Design stopwatch_controller_flat, sky130hd; sources not shown.
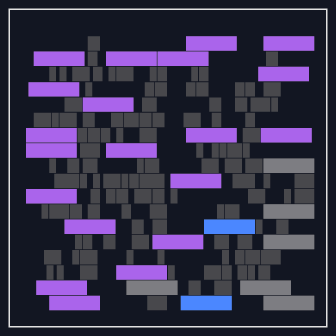
**Above:** run 1 (sequential cells colored by netlist name).
Other sequential cells in the stronger gray, the rest of the logic in the fainter gray.
legend:
  u_core.presc:
    color: purple
    flops: 20
    where: widely spread
  u_core.sw.state:
    color: blue
    flops: 2
not colored: 6
Seq area share: 47.7%
Final Core Density: 57.7%
P_seq: 454 uW
sequential cell area: 701 um^2

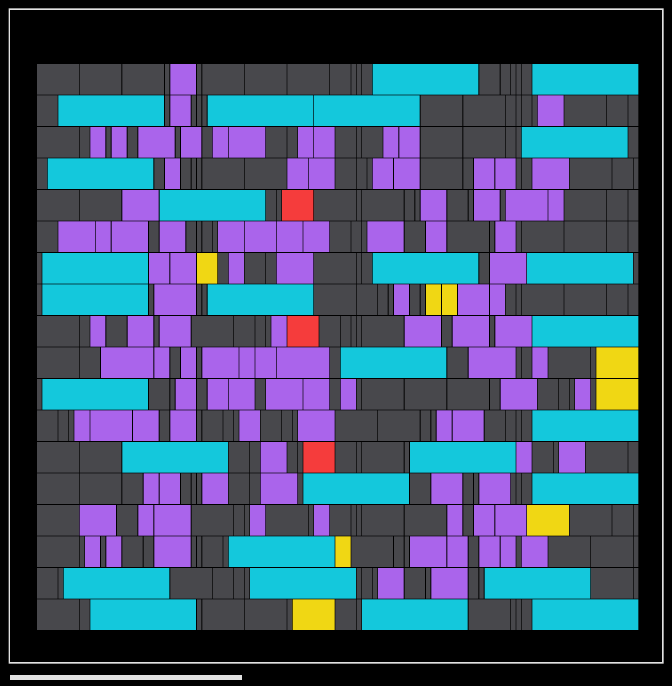
**Above:** run 1 (placed cells, one color a class).
Scale bar: 20 um. Fill, decap, tap and diode cells in gray.
legend:
  other buffers and delay cells:
    color: yellow
    cells: 8
    share_of_their_area: 3.9%
  combinational and other logic:
    color: purple
    cells: 105
    share_of_their_area: 45%
  flops:
    color: cyan
    cells: 28
    share_of_their_area: 49%
  clock drivers:
    color: red
    cells: 3
    share_of_their_area: 1.6%
Post-Layout Inst Area: 1470 um^2
core region area: 2540 um^2

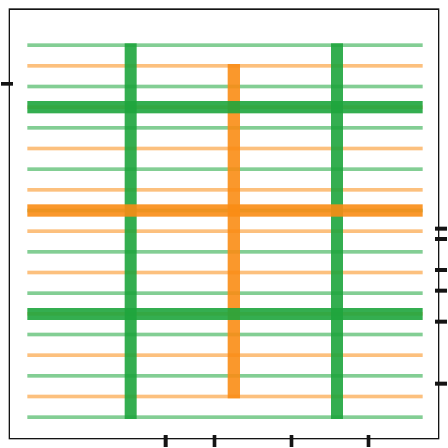
**Above:** run 1 (PDN straps and rails).
Pins as bars on the die edge.
legend:
  VSS:
    color: green
  VDD:
    color: orange
met4 straps: 3
met1 rails: 19
met5 straps: 3
die span in x: 56.3 um
VDD IR-drop max: 340 uV
Die Ht: 56.3 um

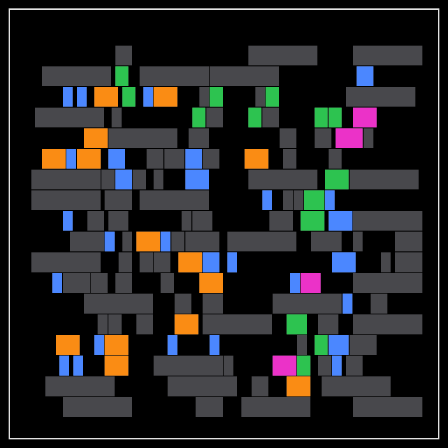
**Above:** run 1 (selected gate families).
legend:
  inverting AOI/OAI gates:
    color: green
    cells: 14
  XOR/XNOR gates:
    color: orange
    cells: 14
  NOR gates:
    color: blue
    cells: 28
  AND-OR and OR-AND gates:
    color: magenta
    cells: 4
fin cells: 174
commonest non-fill, non-tap cell in the layout: dfrtp_1

==> flow_metrics.env, run 1 <==
# physical design summary
export IMPL_wl_met1_um=1350
export IMPL_critPathSlowestCell="or4_1"
export IMPL_clock_sinks=28
export IMPL_edf_count=0
export IMPL_max_cap_violations=0
export IMPL_final_nets=153
export IMPL_wire_per_inst_um=15.6
export IMPL_use_met1_pct=26.9
export IMPL_cts_tree="built"
export IMPL_ys_warn_count=0
export IMPL_track_usage_pct=19.0
export IMPL_pwr_share_comb_pct=14.6
export IMPL_rrSetupSlack_ps=500
export IMPL_htree_levels=1
export IMPL_fillers=239
export IMPL_tightest_slew_ps=576
export IMPL_fp_nets=144
export IMPL_switching_share_pct=28.7
export IMPL_endpoint_kind="flop"
export IMPL_r2r_cells=5
export IMPL_numPortBuffers=0
export IMPL_yosys_area_share_xor_xnor_pct=8.97
export IMPL_finalSetupTns_ps=0
export IMPL_grt_pass1_wl_um=4880
export IMPL_route_top_layer_used="met4"
export IMPL_cp_max_fo=5
export IMPL_overflow=0
export IMPL_dp_cells=167
export IMPL_top_usage_layer="met2"
export IMPL_initialDrtViolationCount=43
export IMPL_clk_path_buf_depth=2
export IMPL_ys_flops=28
export IMPL_power_frac_seq_pct=62.5
export IMPL_clk_power_uw=166
export IMPL_synth_avg_cell_area_um2=9.98
export IMPL_status="finished clean"
export IMPL_muxShareOfSynthArea_pct=0.732
export IMPL_layout_drive_gt1_share_pct=6.25
export IMPL_cts_made_buffers=3
export IMPL_hold_path_class="input pin to flop"
export IMPL_setup_violations=0
export IMPL_critPathMaxStageDelay_ps=620
export IMPL_relSlewSlack_pct=61.1
export IMPL_start_kind="flop"
## run 1: through the flow
stage          hold WS, ps  setup slack, ps  utilization, %  power [uW]  area, um^2
6_report              35.1              502            57.7         726        1470
5_1_grt               23.6              401            57.7         767        1470
4_1_cts               34.8              518            57.3         733        1460
3_5_place_dp           352              542            55.2         566        1410
3_3_place_gp           352              533            55.2         564        1410
2_1_floorplan          351              775               -         539        1370
## run 1: cell type report
type,count,area [um^2],share of cell area [%]
inverter,4,15.0,1.02
buffer,4,16.3,1.11
sequential,28,701,47.7
tap,30,37.5,2.56
timing repair buffer,4,40.0,2.73
multi-input combinational,101,636,43.3
clock buffer,3,22.5,1.53
## run 1: repair_timing
| action | in CTS | in global routing |
|---|---|---|
| hold endpoints to repair | 3 | 28 |
| hold buffers | 3 | 1 |
| setup buffers | 0 | 0 |
## Run 2: what changed since run 1
--- a/config.mk
+++ b/config.mk
@@ -14,6 +14,7 @@
 export DETAILED_ROUTE_END_ITERATION = 8
 export DONT_BUFFER_PORTS = 1
 export GPL_TIMING_DRIVEN = 0
+export PLACE_DENSITY = 0.68
 export SLEW_MARGIN = 20
 export SYNTH_ARGS = -nofsm -noshare
 export SYNTH_HDL_FRONTEND = slang
==> constraint.sdc (replaced) <==
create_clock -name clk -period 2 [get_ports clk]
set_clock_uncertainty 0.1 [all_clocks]
set_input_delay 0.3 -clock clk [delete_from_list [all_inputs] [get_ports clk]]
set_output_delay 0.3 -clock clk [all_outputs]
set_load 0.01 [all_outputs]
==> flow_metrics.env, run 2 <==
# physical design summary
export IMPL_layout_drive_gt1_share_pct=16.1
export IMPL_clock_sinks=28
export IMPL_buffers=13
export IMPL_r2r_cells=5
export IMPL_grt_pass1_wl_um=4570
export IMPL_dominant_cells="flip-flops and latches"
export IMPL_layout_top_cell="dfrtp_1"
export IMPL_final_nets=158
export IMPL_numPortBuffers=0
export IMPL_nClkBuffers=3
export IMPL_pwr_share_comb_pct=19.7
export IMPL_muxShareOfSynthArea_pct=0.732
export IMPL_initialDrtViolationCount=31
export IMPL_route_top_layer_used="met4"
export IMPL_setup_violations=0
export IMPL_die_y_um=56.3
export IMPL_tapCellCount=30
export IMPL_stdcell_area_um2=1570
export IMPL_cts_tree="built"
export IMPL_power_uw=1080
export IMPL_overflow=0
export IMPL_logic_area_um2=683
export IMPL_fillers=210
export IMPL_clk_power_uw=224
export IMPL_clk_path_buf_depth=2
export IMPL_synth_avg_cell_area_um2=9.98
export IMPL_dpl_cell_area_um2=1410
export IMPL_ys_flops=28
export IMPL_edf_count=0
export IMPL_fin_ws_ps=59.2
export IMPL_die_x_um=56.3
export IMPL_status="finished clean"
export IMPL_cts_made_buffers=3
export IMPL_inv_count=4
export IMPL_post_place_ws_ps=-194
export IMPL_switching_share_pct=28.4
export IMPL_bufAreaShareNonClock_pct=6.85
export IMPL_core_area_um2=2540
export IMPL_num_multi_input_gates=101
export IMPL_seq_cell_count=28
export IMPL_relSlewSlack_pct=33.8
export IMPL_final_cells=179
export IMPL_power_frac_seq_pct=59.4
export IMPL_hold_worst_slack_ps=65.4
export IMPL_comb_share_pct=43.5
## run 2: cell types whose count changed in the layout (fill, tap and decap cells not counted), sizes merged
cell | before | now
buf | 2 | 7
clkbuf | 5 | 4
clkinv | 0 | 1
dlygate4sd3 | 4 | 5
inv | 4 | 3
## run 2: metal layers
| layer | GRT usage (%) | up-vias |
|---|---|---|
| met1 | 24.8 | 502 |
| li1 | - | 517 |
| met2 | 29.4 | 13 |
| met4 | 6.12 | 0 |
| met5 | 0 | - |
| met3 | 2.76 | 4 |
## run 2: repair_timing
item / CTS / global route
endpoints found under the setup margin: 20 / 18
gates resized: 12 / 5
hold endpoints to repair: 4 / 28
buffers inserted: 3 / 2
hold buffers: 4 / 1
pin swaps: 2 / 1
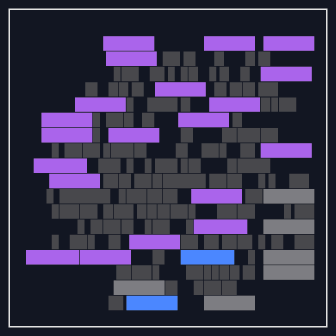
**Above:** run 2 (sequential cells colored by netlist name).
Other sequential cells in the stronger gray, the rest of the logic in the fainter gray.
legend:
  u_core.presc:
    color: purple
    flops: 20
    where: widely spread
  u_core.sw.state:
    color: blue
    flops: 2
Final Core Density: 61.8%
sequential cell area: 706 um^2
P_seq: 640 uW
Seq area share: 44.9%

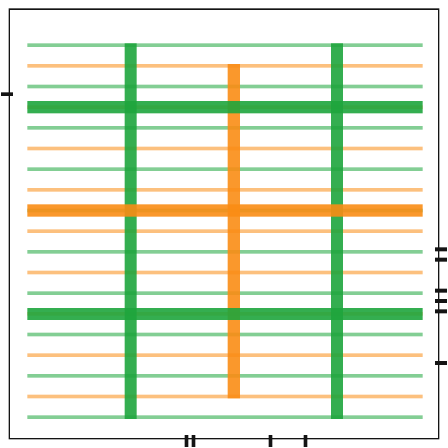
**Above:** run 2 (PDN straps and rails).
Pins as bars on the die edge.
VDD IR-drop max: 468 uV

No activity file was given, so power comes from the tool's default toggle rates.
